File: src/rtl/stat_accumulator_pkg.sv
// stat_acc_pkg: shared widths, default run geometry and the FSM state type
// for the stat_accumulator block and its multiply-accumulate helper.
package stat_acc_pkg;

  // Sample word layout: {x, y}, both two's-complement signed
  localparam int X_W        = 10;
  localparam int Y_W        = 10;
  localparam int SAMPLE_W   = X_W + Y_W;

  // Accumulator widths, sized so a 150-sample run of extreme values
  // cannot overflow
  localparam int SUM_W      = 18;
  localparam int PROD_W     = X_W + Y_W;
  localparam int PROD_SUM_W = 28;

  // Sample-memory address width and default run geometry
  localparam int ADDR_W                    = 8;
  localparam logic [ADDR_W-1:0] DEF_BASE_ADDR = 8'd106;
  localparam int DEF_COUNT                 = 150;

  // Controller states
  typedef enum logic [1:0] {
    IDLE = 2'd0,
    RUN  = 2'd1,
    DONE = 2'd2
  } state_e;

  // Sign-extend one signed sample field to running-sum width
  function automatic logic signed [SUM_W-1:0] sextToSum(input logic signed [X_W-1:0] v);
    return SUM_W'(v);
  endfunction

endpackage

File: src/rtl/stat_accumulator_if.sv
// stat_accumulator_if: run control, sample-memory port and result bus of
// the stat_accumulator. The slave modport is the accumulator itself; the
// master modport is the controller/memory side that requests runs and
// supplies sample words.
interface stat_accumulator_if;
  import stat_acc_pkg::*;

  logic                         start;
  logic [SAMPLE_W-1:0]          data_in;
  logic [ADDR_W-1:0]            R_address;
  logic                         busy;
  logic                         done;
  logic signed [SUM_W-1:0]      sum_x;
  logic signed [SUM_W-1:0]      sum_y;
  logic signed [PROD_SUM_W-1:0] sum_xy;
  logic signed [PROD_SUM_W-1:0] sum_xx;

  modport slave (
    input  start,
    input  data_in,
    output R_address,
    output busy,
    output done,
    output sum_x,
    output sum_y,
    output sum_xy,
    output sum_xx
  );

  modport master (
    output start,
    output data_in,
    input  R_address,
    input  busy,
    input  done,
    input  sum_x,
    input  sum_y,
    input  sum_xy,
    input  sum_xx
  );

endinterface

File: src/rtl/stat_accumulator_mac.sv
// stat_mac: signed multiply-accumulate. The full-precision product is
// sign-extended to the accumulator width and added when enabled; a
// synchronous clear zeroes the accumulator and takes priority over enable.
module stat_mac
  import stat_acc_pkg::*;
#(
  parameter int A_W   = X_W,
  parameter int B_W   = Y_W,
  parameter int ACC_W = PROD_SUM_W
) (
  input  logic                    clk,
  input  logic                    rst_n,
  input  logic                    i_clr,
  input  logic                    i_en,
  input  logic signed [A_W-1:0]   i_a,
  input  logic signed [B_W-1:0]   i_b,
  output logic signed [ACC_W-1:0] o_acc
);

  localparam int P_W = A_W + B_W;

  logic signed [P_W-1:0]   w_prod;
  logic signed [ACC_W-1:0] w_prodExt;
  logic signed [ACC_W-1:0] r_acc;

  assign w_prod    = P_W'(i_a) * P_W'(i_b);
  assign w_prodExt = ACC_W'(w_prod);

  // Accumulator register: async reset, sync clear, add product when enabled
  always_ff @(posedge clk or negedge rst_n) begin
    if (!rst_n) begin
      r_acc <= '0;
    end else if (i_clr) begin
      r_acc <= '0;
    end else if (i_en) begin
      r_acc <= r_acc + w_prodExt;
    end
  end

  assign o_acc = r_acc;

endmodule

File: src/rtl/stat_accumulator.sv
// stat_accumulator: on start, walks COUNT consecutive sample-memory words
// from BASE_ADDR and accumulates sum(x), sum(y), sum(x*y) and optionally
// sum(x*x). Memory read is combinational, so every RUN edge consumes the
// word addressed during the preceding cycle.
// Optional feature: define STAT_ACC_XX_EN to build the sum(x*x) channel;
// without it sum_xx is tied to zero and its multiplier is not built.
module stat_accumulator
  import stat_acc_pkg::*;
#(
  parameter logic [ADDR_W-1:0] BASE_ADDR = DEF_BASE_ADDR,
  parameter int                COUNT     = DEF_COUNT
) (
  input logic              clk,
  input logic              rst_n,
  stat_accumulator_if.slave bus
);

  localparam logic [ADDR_W-1:0] LAST_IDX = ADDR_W'(COUNT - 1);

  state_e                   r_state;
  logic [ADDR_W-1:0]        r_idx;
  logic                     r_busy;
  logic                     r_done;
  logic signed [SUM_W-1:0]  r_sumX;
  logic signed [SUM_W-1:0]  r_sumY;

  logic                     w_accept;
  logic                     w_accEn;
  logic                     w_lastIdx;
  logic signed [X_W-1:0]    w_x;
  logic signed [Y_W-1:0]    w_y;
  logic signed [PROD_SUM_W-1:0] w_sumXy;
  logic signed [PROD_SUM_W-1:0] w_sumXx;

  // Split the sample word into its signed fields
  assign w_x = bus.data_in[SAMPLE_W-1:Y_W];
  assign w_y = bus.data_in[Y_W-1:0];

  // A start is honoured only outside RUN; while running it is ignored
  assign w_accept  = bus.start && (r_state != RUN);
  assign w_accEn   = (r_state == RUN);
  assign w_lastIdx = (r_idx == LAST_IDX);

  // Run controller: state, sample index and registered busy/done flags
  always_ff @(posedge clk or negedge rst_n) begin
    if (!rst_n) begin
      r_state <= IDLE;
      r_idx   <= '0;
      r_busy  <= 1'b0;
      r_done  <= 1'b0;
    end else begin
      case (r_state)
        IDLE, DONE: begin
          if (bus.start) begin
            r_state <= RUN;
            r_idx   <= '0;
            r_busy  <= 1'b1;
            r_done  <= 1'b0;
          end
        end
        RUN: begin
          if (w_lastIdx) begin
            r_state <= DONE;
            r_busy  <= 1'b0;
            r_done  <= 1'b1;
          end else begin
            r_idx <= r_idx + ADDR_W'(1);
          end
        end
        default: begin
          r_state <= IDLE;
          r_idx   <= '0;
          r_busy  <= 1'b0;
          r_done  <= 1'b0;
        end
      endcase
    end
  end

  // Linear sums of x and y: cleared on an accepted start, summed during RUN
  always_ff @(posedge clk or negedge rst_n) begin
    if (!rst_n) begin
      r_sumX <= '0;
      r_sumY <= '0;
    end else if (w_accept) begin
      r_sumX <= '0;
      r_sumY <= '0;
    end else if (w_accEn) begin
      r_sumX <= r_sumX + sextToSum(w_x);
      r_sumY <= r_sumY + sextToSum(w_y);
    end
  end

  stat_mac #(
    .A_W   (X_W),
    .B_W   (Y_W),
    .ACC_W (PROD_SUM_W)
  ) u_macXy (
    .clk   (clk),
    .rst_n (rst_n),
    .i_clr (w_accept),
    .i_en  (w_accEn),
    .i_a   (w_x),
    .i_b   (w_y),
    .o_acc (w_sumXy)
  );

`ifdef STAT_ACC_XX_EN
  stat_mac #(
    .A_W   (X_W),
    .B_W   (X_W),
    .ACC_W (PROD_SUM_W)
  ) u_macXx (
    .clk   (clk),
    .rst_n (rst_n),
    .i_clr (w_accept),
    .i_en  (w_accEn),
    .i_a   (w_x),
    .i_b   (w_x),
    .o_acc (w_sumXx)
  );
`else
  assign w_sumXx = '0;
`endif

  // Address walks BASE_ADDR+idx while running and parks at BASE_ADDR otherwise
  assign bus.R_address = (r_state == RUN) ? (BASE_ADDR + r_idx) : BASE_ADDR;
  assign bus.busy      = r_busy;
  assign bus.done      = r_done;
  assign bus.sum_x     = r_sumX;
  assign bus.sum_y     = r_sumY;
  assign bus.sum_xy    = w_sumXy;
  assign bus.sum_xx    = w_sumXx;

endmodule

File: src/flat_wrapper.sv
// flat-port wrapper written by rule: the top's interface ports become plain ports
module stat_accumulator_flat import stat_acc_pkg::*;
#(
  parameter logic [ADDR_W-1:0] BASE_ADDR = DEF_BASE_ADDR,
  parameter int                COUNT     = DEF_COUNT
)
  (clk, rst_n, bus_start, bus_data_in, bus_R_address, bus_busy, bus_done, bus_sum_x, bus_sum_y, bus_sum_xy, bus_sum_xx);
  stat_accumulator_if bus_i ();
  input logic clk;
  input logic rst_n;
  input wire logic [$bits(bus_i.start)-1:0] bus_start;
  input wire logic [$bits(bus_i.data_in)-1:0] bus_data_in;
  output wire logic [$bits(bus_i.R_address)-1:0] bus_R_address;
  output wire logic [$bits(bus_i.busy)-1:0] bus_busy;
  output wire logic [$bits(bus_i.done)-1:0] bus_done;
  output wire logic [$bits(bus_i.sum_x)-1:0] bus_sum_x;
  output wire logic [$bits(bus_i.sum_y)-1:0] bus_sum_y;
  output wire logic [$bits(bus_i.sum_xy)-1:0] bus_sum_xy;
  output wire logic [$bits(bus_i.sum_xx)-1:0] bus_sum_xx;
  assign bus_i.start = bus_start;
  assign bus_i.data_in = bus_data_in;
  assign bus_R_address = bus_i.R_address;
  assign bus_busy = bus_i.busy;
  assign bus_done = bus_i.done;
  assign bus_sum_x = bus_i.sum_x;
  assign bus_sum_y = bus_i.sum_y;
  assign bus_sum_xy = bus_i.sum_xy;
  assign bus_sum_xx = bus_i.sum_xx;
  stat_accumulator #(.BASE_ADDR(BASE_ADDR), .COUNT(COUNT)) u_core (.clk(clk), .rst_n(rst_n), .bus(bus_i));
endmodule
File: config.mk
export PLATFORM = sky130hd
export DESIGN_NAME = stat_accumulator_flat
export DESIGN_NICKNAME = d
export VERILOG_FILES = /design/src/rtl/stat_accumulator_pkg.sv /design/src/rtl/stat_accumulator_if.sv /design/src/rtl/stat_accumulator_mac.sv /design/src/rtl/stat_accumulator.sv /design/src/flat_wrapper.sv
export SDC_FILE = /design/constraint.sdc
export NUM_CORES = 1
export LEC_CHECK = 0
export CAP_MARGIN = 0
export CORE_ASPECT_RATIO = 0.7
export CORE_UTILIZATION = 45
export CTS_CLUSTER_SIZE = 30
export DETAILED_ROUTE_END_ITERATION = 10
export PLACE_DENSITY_LB_ADDON = 0.3
export SYNTH_ARGS = -nofsm -noshare
export SYNTH_HDL_FRONTEND = slang
export SYNTH_SLANG_ARGS = --single-unit
File: constraint.sdc
create_clock -name clk -period 4.8 [get_ports clk]
set_clock_uncertainty 0.05 [all_clocks]
set_input_delay 0.96 -clock clk [delete_from_list [all_inputs] [get_ports clk]]
set_output_delay 0.96 -clock clk [all_outputs]
set_load 0.1 [all_outputs]
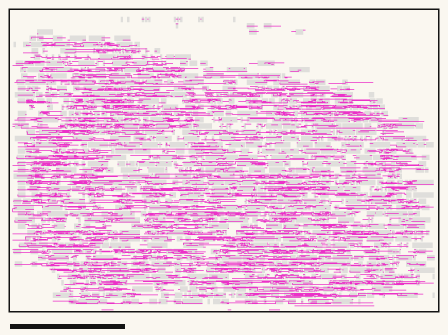
met1.png
The bar under the picture is 50 µm long. Cells faint in the background.
longest straight run = 46.5 µm
share of all routed wire = 47%

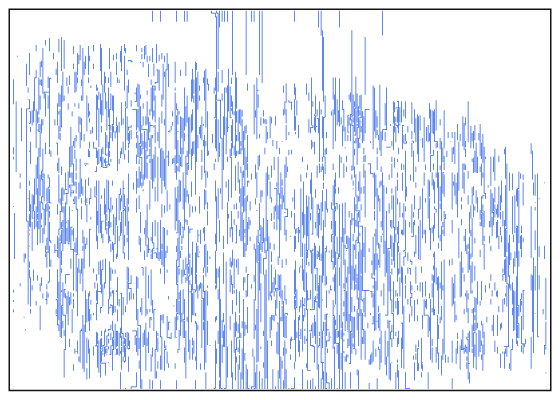
met2.png
longest straight run = 56.1 µm
nets with wire on the layer = 1465
met2 Track Usage GR: 39.7%
via count: 8939
Post-Route WL: 27900 µm

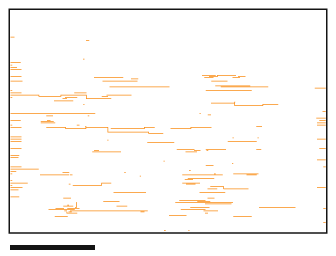
met3.png
The bar under the picture is 50 µm long.
share of all routed wire = 4.6%
main direction = horizontal
longest straight run = 49.4 µm
nets with wire on the layer = 116
met3 Usage GRT: 4.43%

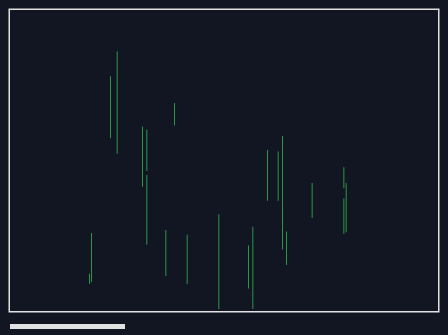
met4.png
The bar under the picture is 50 µm long.
wire length on this layer = 480 µm
longest straight run = 49.0 µm
main direction = vertical
share of all routed wire = 1.7%

metal layers:
metal / GRT usage (%) / part of all wire, % / wire length [µm]
met5: 0 / 0 / 0
met4: 6.22 / 1.7 / 480
met3: 4.43 / 4.6 / 1290
met2: 39.7 / 47 / 13000
met1: 33.5 / 47 / 13100
cell families after synthesis:
family	Yosys count	share of synthesized area (%)
simple gates	319	14.5
buf+inv	308	11.9
fa+ha+maj	246	38.7
compound gates	197	11.9
flops	75	17.7
xor+xnor	62	5.11
mux	3	0.294
other cells	1	0.0353
sequential cells by signal, indices dropped and copies added, names as in the netlist:
name	flops
u_core.r_idx	8
u_core.bus.sum_y	18
u_core.u_macXy.o_acc	28
u_core.r_state	1
u_core.bus.done	1
u_core.bus.sum_x	18
u_core.bus.busy	1
synthesized netlist by cell type (all sizes together), types with 6 or more instances:
library cell	instances	area (µm²)
inv	236	886
o21ai	69	345
a211oi	6	45.0
o211ai	7	57.6
xor2	29	254
ha	108	1350
nor2	50	188
and3	9	61.3
clkbuf	35	131
nand2b	8	50.1
buf	37	244
a31oi	7	43.8
nor3	13	65.1
and2	41	257
nand3	72	360
nor2b	14	87.6
o31ai	6	50.1
a21o	18	136
a21oi	44	220
xnor2	33	289
dfrtp	75	1880
o21a	8	60.1
nand2	99	372
fa	138	2760
layout make-up:
type / count / area, µm² / share of cell area [%]
clock inverters: 6 / 66.3 / 0.468
repair buffers: 278 / 2430 / 17.2
multi-input cells: 855 / 8290 / 58.5
well taps: 312 / 390 / 2.75
diodes: 1 / 2.50 / 0.0177
clock buffers: 9 / 225 / 1.59
inverters: 236 / 886 / 6.25
flip-flops and latches: 75 / 1880 / 13.2
worst reg2reg max path, delay by kind of cell (launching register included):
family,cells,cell delay [ps]
buffers and inverters,5,360
adders and majority gates,5,1960
DFF,1,410
AOI/OAI and AO/OA,6,1610
==> impl_metrics.tcl <==
# place-and-route summary
set metrics [dict create \
    fin_setup_tns_ps -11250 \
    core-area_um2 22900 \
    gp_congestion 0.909 \
    fin_nets 1724 \
    r2r_slack_ps 340 \
    path_cells "buf_6 -> buf_6 -> buf_8 -> mux2_4 -> ha_4 -> inv_2 -> fa_1 -> inv_1 -> fa_1 -> fa_2 -> inv_2 -> fa_1 -> inv_2 -> ha_4 -> a21o_1 -> a21o_1 -> a21o_1 -> a21oi_2 -> o21ai_2 -> a211oi_4 -> a21oi_2 -> xnor2_1 -> o21ai_1" \
    synth_cells 1211 \
    reg2reg_to "u_core.u_macXy.o_acc[26]$_DFFE_PN0P_" \
    ys.flop_type "dfrtp_1" \
    dieWidth_um 186 \
    finalHoldViolCount 0 \
    synthArstFlopShare_pct 100 \
    cp.arrival_ps 5790 \
    maxCapViolations 0 \
    wl_per_cell_um 15.7 \
    layout_top_cells "inv_1, buf_4, fa_1" \
    min_to "u_core.bus.busy$_DFFE_PN0P_" \
    worst_slack_ps -828 \
    io_buffers 96 \
    setup_viol 18 \
    drt_pass1_iterations 5 \
    fp-utilization_pct 46.4 \
    final_cells 1772 \
    cts_tree "done" \
    vias_per_cell 5.04 \
    cts_setup_buffers 29 \
    track_usage_pct 24.3 \
    critPathTopFamily "adder cells" \
    crit_slowest_cell "fa_1" \
    violations "setup timing" \
    cts_buffers 9 \
    period_used_pct 117 \
    status "finished with violations" \
    placed_cells 1708 \
    fin_area_um2 14200 \
    final_layout_size_suffix_gt1_share_pct 25.2 \
    worstSetupStartpointType "input pin" \
    nFillCells 1930 \
    maxSlewViolCount 0 \
    slew_headroom_pct 29.4 \
]
